### src/rtl/fft_stage_sequencer.sv
// fft_stage_sequencer: walks stages/butterflies of an in-place radix-2 DIT FFT around one shared butterfly unit
module fft_stage_sequencer #(
    parameter int SIZE = 64,
    parameter int LOG2N = 6,
    parameter int BF_TIMEOUT = 255
) (
    input  logic                     clk,
    input  logic                     rst,
    input  logic                     start,
    output logic                     busy,
    output logic                     done,
    output logic                     err,
    output logic                     ram_rd_en,
    output logic                     ram_wr_en,
    output logic [LOG2N-1:0]         addr_a,
    output logic [LOG2N-1:0]         addr_b,
    output logic [LOG2N-2:0]         tw_addr,
    output logic                     bf_start,
    input  logic                     bf_done,
    output logic [$clog2(LOG2N)-1:0] stage
);
    localparam int SW = $clog2(LOG2N);
    localparam int KW = $clog2(SIZE) - 1;
    localparam int TW = $clog2(BF_TIMEOUT + 1);

    typedef enum logic [2:0] {IDLE, READ, WAIT_RD, LAUNCH, WAIT_BF, WRITE, NEXT, DONE} state_t;

    state_t        state;
    logic [KW-1:0] k;
    logic [TW-1:0] cnt;

    // Returns {addr_a, addr_b, tw_addr} for butterfly kv of stage sv
    function automatic logic [3*LOG2N-2:0] addrs(input logic [SW-1:0] sv, input logic [KW-1:0] kv);
        logic [LOG2N-1:0] h, j, a;
        h = LOG2N'(1) << sv;
        j = LOG2N'(kv) & (h - 1'b1);
        a = (((LOG2N'(kv) >> sv) << sv) << 1) | j;
        return {a, a | h, (LOG2N-1)'(j << (LOG2N - 1 - sv))};
    endfunction

    always_ff @(posedge clk) begin
        if (rst) begin
            state     <= IDLE;
            stage     <= '0;
            k         <= '0;
            cnt       <= '0;
            busy      <= 1'b0;
            done      <= 1'b0;
            err       <= 1'b0;
            ram_rd_en <= 1'b0;
            ram_wr_en <= 1'b0;
            bf_start  <= 1'b0;
            addr_a    <= '0;
            addr_b    <= '0;
            tw_addr   <= '0;
        end else begin
            ram_rd_en <= 1'b0;
            ram_wr_en <= 1'b0;
            bf_start  <= 1'b0;
            done      <= 1'b0;
            case (state)
                IDLE: if (start) begin
                    stage                     <= '0;
                    k                         <= '0;
                    {addr_a, addr_b, tw_addr} <= addrs('0, '0);
                    err                       <= 1'b0;
                    busy                      <= 1'b1;
                    ram_rd_en                 <= 1'b1;
                    state                     <= READ;
                end
                READ: state <= WAIT_RD;
                WAIT_RD: begin
                    bf_start <= 1'b1;
                    state    <= LAUNCH;
                end
                LAUNCH: begin
                    cnt   <= '0;
                    state <= WAIT_BF;
                end
                // bf_done is tested first so it wins over a coincident timeout
                WAIT_BF: if (bf_done) begin
                    ram_wr_en <= 1'b1;
                    state     <= WRITE;
                end else if (cnt == TW'(BF_TIMEOUT - 1)) begin
                    err   <= 1'b1;
                    busy  <= 1'b0;
                    state <= IDLE;
                end else begin
                    cnt <= cnt + 1'b1;
                end
                WRITE: state <= NEXT;
                NEXT: if (k != KW'(SIZE / 2 - 1)) begin
                    k                         <= k + 1'b1;
                    {addr_a, addr_b, tw_addr} <= addrs(stage, k + 1'b1);
                    ram_rd_en                 <= 1'b1;
                    state                     <= READ;
                end else if (stage != SW'(LOG2N - 1)) begin
                    stage                     <= stage + 1'b1;
                    k                         <= '0;
                    {addr_a, addr_b, tw_addr} <= addrs(stage + 1'b1, '0);
                    ram_rd_en                 <= 1'b1;
                    state                     <= READ;
                end else begin
                    done  <= 1'b1;
                    busy  <= 1'b0;
                    state <= DONE;
                end
                DONE: state <= IDLE;
                default: state <= IDLE;
            endcase
        end
    end
endmodule

### config.mk
export PLATFORM = sky130hd
export DESIGN_NAME = fft_stage_sequencer
export DESIGN_NICKNAME = d
export VERILOG_FILES = /design/src/rtl/fft_stage_sequencer.sv
export SDC_FILE = /design/constraint.sdc
export NUM_CORES = 1
export LEC_CHECK = 0
export CAP_MARGIN = 40
export CORE_MARGIN = 10
export CORE_UTILIZATION = 50
export CTS_CLUSTER_DIAMETER = 120
export DETAILED_ROUTE_END_ITERATION = 6
export PLACE_DENSITY = 0.73
export REMOVE_ABC_BUFFERS = 1
export SLEW_MARGIN = 20
export SYNTH_ARGS = -nofsm -noshare
export SYNTH_HDL_FRONTEND = slang
export SYNTH_SLANG_ARGS = --single-unit
### constraint.sdc
create_clock -name clk -period 7.65 [get_ports clk]
set_input_delay 2.295 -clock clk [delete_from_list [all_inputs] [get_ports clk]]
set_output_delay 2.295 -clock clk [all_outputs]
set_load 0.01 [all_outputs]
### Signal wires on met3, run 1

Bar = 20 microns.
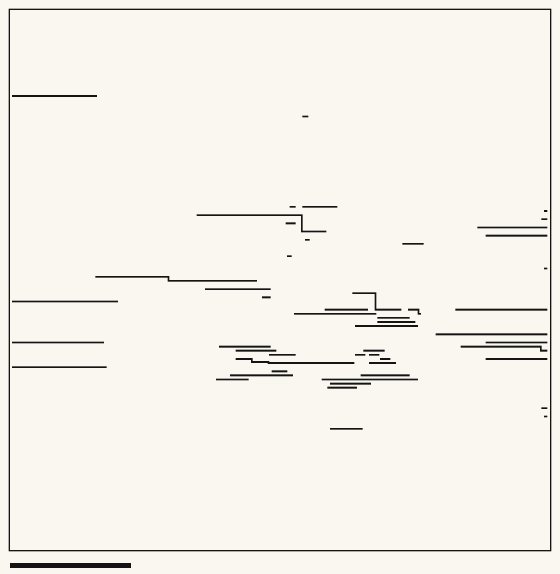
The layer carries 389 microns of wire. The layer holds 6.9% of the routed length.

### Port wiring, run 1

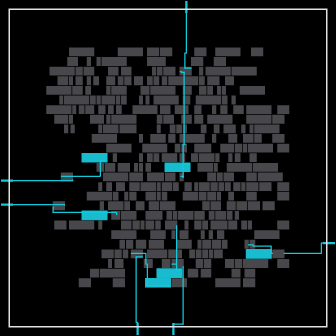
Key: addr_b = cyan [bits 6, direction output, edge 2 left, 2 bottom, 1 top, 1 right, end cells 6, wire 223 microns]

### Cell placement, run 1

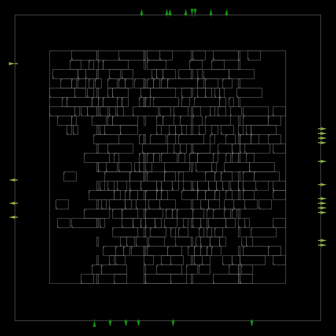
sequential share of cell area: 30.60%
final standard cell count with taps included and fillers excluded: 352
placeable core area: 4692 sq um

==> summary.log, run 1 <==
qor: run_status.status finished clean
qor: timing.final_setup_viols 0
qor: power_and_ir_drop.vdd.ir_drop.worst 0.00006706 V
qor: synthesis.post-synth-top-area-cell sky130_fd_sc_hd__dfxtp_1
qor: power_and_ir_drop.p_int 0.0003003 W
qor: place.dpl_worst_slack 3.644 ns
qor: finish.comb.multi_input.count 208
qor: global_routing.overflow 0
qor: timing.timing.hold.ws 0.4566 ns
qor: floorplan.floorplan.initialDensity 51.28%
qor: clock_network.post-cts-setup-buffers 0
qor: finish.layout_top_cell_excl_fill_tap sky130_fd_sc_hd__dfxtp_1
qor: route.post_dr_vias_cell 6.048
qor: finish.n_clock_buffer 5
qor: finish.final-nonclk-buf-share 10.84%
qor: route.drt-pass1-iter-count 5
qor: worst_setup_path.worstSetupEndpoint stage[0]
qor: clock_network.clock_tree.root_cell sky130_fd_sc_hd__clkbuf_8
qor: power_and_ir_drop.power.switching_fraction 26.80%
qor: timing.timing.final.ws_setup 3.637 ns
qor: worst_setup_path.worst-setup-path-type reg2out
qor: power_and_ir_drop.static_power_due_to_leakage 0.9634 nW
qor: power_and_ir_drop.power.largest_group sequential cells
qor: worst_setup_path.critPathTopFamily flip-flops
qor: worst_setup_path.cp.arrival 1.72 ns
qor: global_routing.grt.met2_usage 23.50%
qor: synthesis.ys_warn_count 0
qor: power_and_ir_drop.totalPowerFinal 0.0004103 W
qor: timing.max_freq 249.2 MHz
qor: timing.worst_slew_margin_rel 49.61%
qor: finish.logic_area 1410 sq um
qor: worst_hold_path.min_to tw_addr[0]
qor: global_routing.grtUsageMet1 18.29%
qor: place.area_after_dpl 2654 sq um
qor: finish.antennaDiodeCount 0
qor: worst_setup_path.cp_data_required_time 5.36 ns
qor: finish.largest_register_ffs 8
qor: synthesis.synth.top_cell.area_share 34.95%
qor: worst_setup_path.rr_startpoint stage[1]
qor: power_and_ir_drop.combinational_logic_power 0.0000318 W
qor: worst_hold_path.min_delay_src tw_addr[0]
qor: timing.grt_setup_unrepaired no
qor: synthesis.flop_cell sky130_fd_sc_hd__dfxtp_1
qor: clock_network.tritoncts.num_buffers 5
qor: place.hpwlAfterDp 3.978 mm
qor: floorplan.placementRows 25
qor: finish.largest_cell_class logic gates
qor: finish.largest_registers cnt: 8 flops, addr_a: 6 flops, addr_b: 6 flops
qor: synthesis.aoi_share 20.70%
qor: timing.final_period_minus_worst_setup_slack 4.013 ns
qor: place.globalplace.congestion 0.8738
qor: synthesis.yosys_area 2406 sq um
qor: synthesis.yosys-stat-cells 278
qor: worst_setup_path.crit_path_max_fanout 19
qor: route.detail_route.wl_per_cell 15.99 microns
qor: route.wirelength 5.629 mm
qor: global_routing.first_global_vias 1863
qor: flow_run.cap_violations 0
qor: finish.layout.cell_area.non_filler 2748 sq um
qor: power_and_ir_drop.power_frac_clock 36.8%
qor: clock_network.cts_tree done
qor: worst_setup_path.worst_r2r_path_depth 10
qor: worst_setup_path.cp-startpoint stage[0]
qor: global_routing.top_usage_layer met2
qor: route.via_count 2129
qor: power_and_ir_drop.sequentialPower 0.000227 W
qor: worst_setup_path.critical_path.n_buffers_inverters 1
qor: clock_network.ctsHoldBuffers 0
qor: synthesis.synth.comb.largest_family simple AND/OR/NAND/NOR gates
qor: synthesis.ys_ff 42
qor: synthesis.syn_area_per_cell 8.655 sq um
qor: finish.area_share_clock_buf_inv 3.415%
qor: worst_setup_path.worst-r2r-setup-slack 4.41 ns
qor: synthesis.synth_mux_share 3.120%
qor: timing.fin_setup_tns 0 ns
qor: worst_setup_path.worst_setup_path_start_kind flip-flop
qor: synthesis.yosysMostFrequentCell sky130_fd_sc_hd__dfxtp_1
qor: synthesis.synth.area.top_cells sky130_fd_sc_hd__dfxtp_1, sky130_fd_sc_hd__ha_1, sky130_fd_sc_hd__nor2_1, sky130_fd_sc_hd__a21oi_1, sky130_fd_sc_hd__nand3_1
qor: clock_network.cts.sink_count 42
qor: floorplan.die-height 89.37 microns
qor: worst_setup_path.critical_path_cell_count 1
qor: worst_hold_path.hold_depth 2
qor: clock_network.cts-resized-gates 0
qor: route.drt-initial-drc-count 138
qor: synthesis.share_of_the_yosys_chip_area_belonging_to_registers 34.95%
qor: finish.area_growth_syn_to_layout 14.20%
qor: power_and_ir_drop.p_comb_share 7.8%
qor: finish.ff_latch_area 840.8 sq um
qor: global_routing.number_of_antenna_violations_at_the_first_check_in_global_routing 0
qor: route.drc 0
qor: place.placement.io_buffers 29
qor: flow_run.warnings 33
qor: place.dp.cells 344
qor: route.route.met2.wl 2.566 mm
qor: synthesis.share_of_flip_flops_with_an_asynchronous_set_or_reset_after_synthesis 0%
qor: power_and_ir_drop.seqPwrFrac 55.4%
qor: synthesis.post_synth_instance_area 2406 sq um
qor: synthesis.post_synth_most_frequent_cells sky130_fd_sc_hd__dfxtp_1, sky130_fd_sc_hd__nor2_1, sky130_fd_sc_hd__nand2_1, sky130_fd_sc_hd__a21oi_1, sky130_fd_sc_hd__ha_1
qor: clock_network.clockBufferDepth 2
qor: finish.share_of_layout_cells_above_drive_strength_1 10.07%
qor: finish.final.signal_inverter_count 10
qor: synthesis.ys_sh_adder 7.800%
qor: global_routing.grt.met3_usage 3.829%
qor: finish.multi_input_logic_portion_of_the_cell_area 51.32%
qor: floorplan.design.portCount 30
qor: global_routing.maximum_number_of_pins_on_one_net_before_global_route_repair 40
qor: finish.filler_cell_count 434
qor: synthesis.post_synth_num_cell_types 60
qor: global_routing.grt_first_pass_wirelength 9.211 mm
qor: timing.fin_worst_skew 0.006849 ns
qor: finish.numSequentialCells 42
--- run 2 (diff from run 1) ---
==> constraint.sdc (replaced) <==
create_clock -name clk -period 3.95 [get_ports clk]
set_input_delay 1.185 -clock clk [delete_from_list [all_inputs] [get_ports clk]]
set_output_delay 1.185 -clock clk [all_outputs]
set_load 0.01 [all_outputs]
### Local utilization, run 2

9 x 9 tiles, from black (low) to pale yellow (high), 0 to 100% covered.
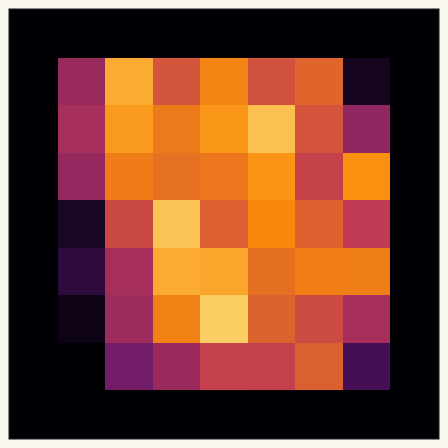
12% of the tiles are over 75% full. The mean over all tiles is 34%. The emptiest ninth of the die: bottom left. 41% of the tiles are nearly empty.

==> run 2 against run 1 <==
  * Sequential share of layout area fell by 0.25 points
  * Synthesized area did not move
  * Register-to-register slack got worse by 3.4 ns
  * Critical path type is now reg2reg
  * Largest power group unchanged
  * Highest routed layer unchanged
==> summary.log, run 2 <==
qor: finish.numSequentialCells 42 [unchanged]
qor: timing.timing.final.ws_setup 1.031 ns [-2.606 ns]
qor: synthesis.synth.top_cell.area_share 34.95% [unchanged]
qor: power_and_ir_drop.seqPwrFrac 56.7% [+1.3 points]
qor: timing.fin_worst_skew 0.01056 ns [+0.003715 ns]
qor: flow_run.warnings 33 [unchanged]
qor: synthesis.synth.comb.largest_family simple AND/OR/NAND/NOR gates
qor: synthesis.share_of_the_yosys_chip_area_belonging_to_registers 34.95% [unchanged]
qor: route.detail_route.wl_per_cell 15.63 microns [-2.3%]
qor: synthesis.synth_mux_share 3.120% [unchanged]
qor: place.dpl_worst_slack 1.035 ns [-2.609 ns]
qor: finish.antennaDiodeCount 0 [unchanged]
qor: global_routing.grt.met3_usage 4.558% [+0.73 points]
qor: power_and_ir_drop.vdd.ir_drop.worst 0.0001615 V [+140%]
qor: power_and_ir_drop.p_comb_share 8.1% [+0.3 points]
qor: place.placement.io_buffers 29 [unchanged]
qor: clock_network.tritoncts.num_buffers 5 [unchanged]
qor: power_and_ir_drop.p_int 0.0005795 W [+93%]
qor: place.hpwlAfterDp 4.060 mm [+2.1%]
qor: power_and_ir_drop.power.largest_group sequential cells
qor: worst_setup_path.cp_data_required_time 4.14 ns [-1.22 ns]
qor: clock_network.post-cts-setup-buffers 0 [unchanged]
qor: clock_network.cts-resized-gates 0 [unchanged]
qor: global_routing.grt.met2_usage 23.37% [-0.13 points]
qor: route.route.met2.wl 2.538 mm [-1.1%]
qor: worst_setup_path.worst-setup-path-type reg2reg
qor: floorplan.die-height 89.37 microns [unchanged]
qor: synthesis.post_synth_num_cell_types 60 [unchanged]
qor: place.area_after_dpl 2684 sq um [+1.1%]
qor: global_routing.maximum_number_of_pins_on_one_net_before_global_route_repair 22 [-45%]
qor: floorplan.design.portCount 30 [unchanged]
qor: finish.area_growth_syn_to_layout 15.13%
qor: route.post_dr_vias_cell 5.778 [-4.5%]
qor: power_and_ir_drop.sequentialPower 0.000440 W [+94%]
qor: worst_setup_path.worstSetupEndpoint addr_b[0]
qor: worst_setup_path.cp.arrival 3.11 ns [+1.39 ns]
qor: finish.seq_area_share 30.35% [-0.25 points]
qor: finish.stdcell_count 356 [+1.1%]
qor: finish.comb.multi_input.count 208 [unchanged]
qor: route.drt-pass1-iter-count 4 [-1]
qor: route.wirelength 5.563 mm [-1.2%]
qor: worst_setup_path.crit_path_max_fanout 21 [+2]
qor: finish.logic_area 1410 sq um [unchanged]
qor: synthesis.yosys_area 2406 sq um [unchanged]
qor: synthesis.flop_cell sky130_fd_sc_hd__dfxtp_1
qor: floorplan.floorplan.initialDensity 51.28% [unchanged]
qor: run_status.status finished clean
qor: finish.layout.cell_area.non_filler 2770 sq um [+0.82%]
qor: finish.ff_latch_area 840.8 sq um [unchanged]
qor: timing.final_setup_viols 0 [unchanged]
qor: timing.max_freq 342.6 MHz
qor: synthesis.aoi_share 20.70% [unchanged]
qor: synthesis.share_of_flip_flops_with_an_asynchronous_set_or_reset_after_synthesis 0% [unchanged]
qor: synthesis.yosysMostFrequentCell sky130_fd_sc_hd__dfxtp_1
qor: power_and_ir_drop.totalPowerFinal 0.0007773 W [+89%]
qor: worst_setup_path.worst_setup_path_start_kind flip-flop
qor: finish.filler_cell_count 417 [-3.9%]
qor: finish.final-nonclk-buf-share 11.83% [+1.0 points]
qor: worst_setup_path.critical_path.n_buffers_inverters 0 [-1]
qor: timing.worst_slew_margin_rel 59.42% [+9.8 points]
qor: route.drt-initial-drc-count 154 [+12%]
qor: power_and_ir_drop.static_power_due_to_leakage 0.9837 nW [+2.1%]
qor: clock_network.cts.sink_count 42 [unchanged]
qor: route.via_count 2057 [-3.4%]
qor: power_and_ir_drop.combinational_logic_power 0.0000626 W [+97%]
qor: clock_network.clockBufferDepth 2 [unchanged]
qor: timing.timing.hold.ws 0.4525 ns [-0.004090 ns]
qor: global_routing.grtUsageMet1 17.94% [-0.35 points]
qor: finish.largest_registers cnt: 8 flops, addr_a: 6 flops, addr_b: 6 flops
qor: finish.final.signal_inverter_count 10 [unchanged]
qor: synthesis.synth.area.top_cells sky130_fd_sc_hd__dfxtp_1, sky130_fd_sc_hd__ha_1, sky130_fd_sc_hd__nor2_1, sky130_fd_sc_hd__a21oi_1, sky130_fd_sc_hd__nand3_1
qor: clock_network.cts_tree done
qor: synthesis.yosys-stat-cells 278 [unchanged]
qor: power_and_ir_drop.power.switching_fraction 25.45% [-1.3 points]
### Gate families picked out, run 2

Bar = 20 microns.
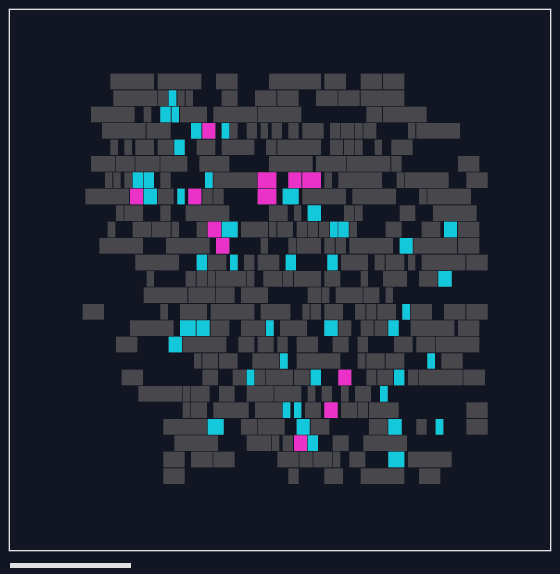
Key: and/or cells = magenta [cells 12, most used and3_1]; nand cells = cyan [cells 44, most used nand2_1]

No activity file was given, so power comes from the tool's default toggle rates.
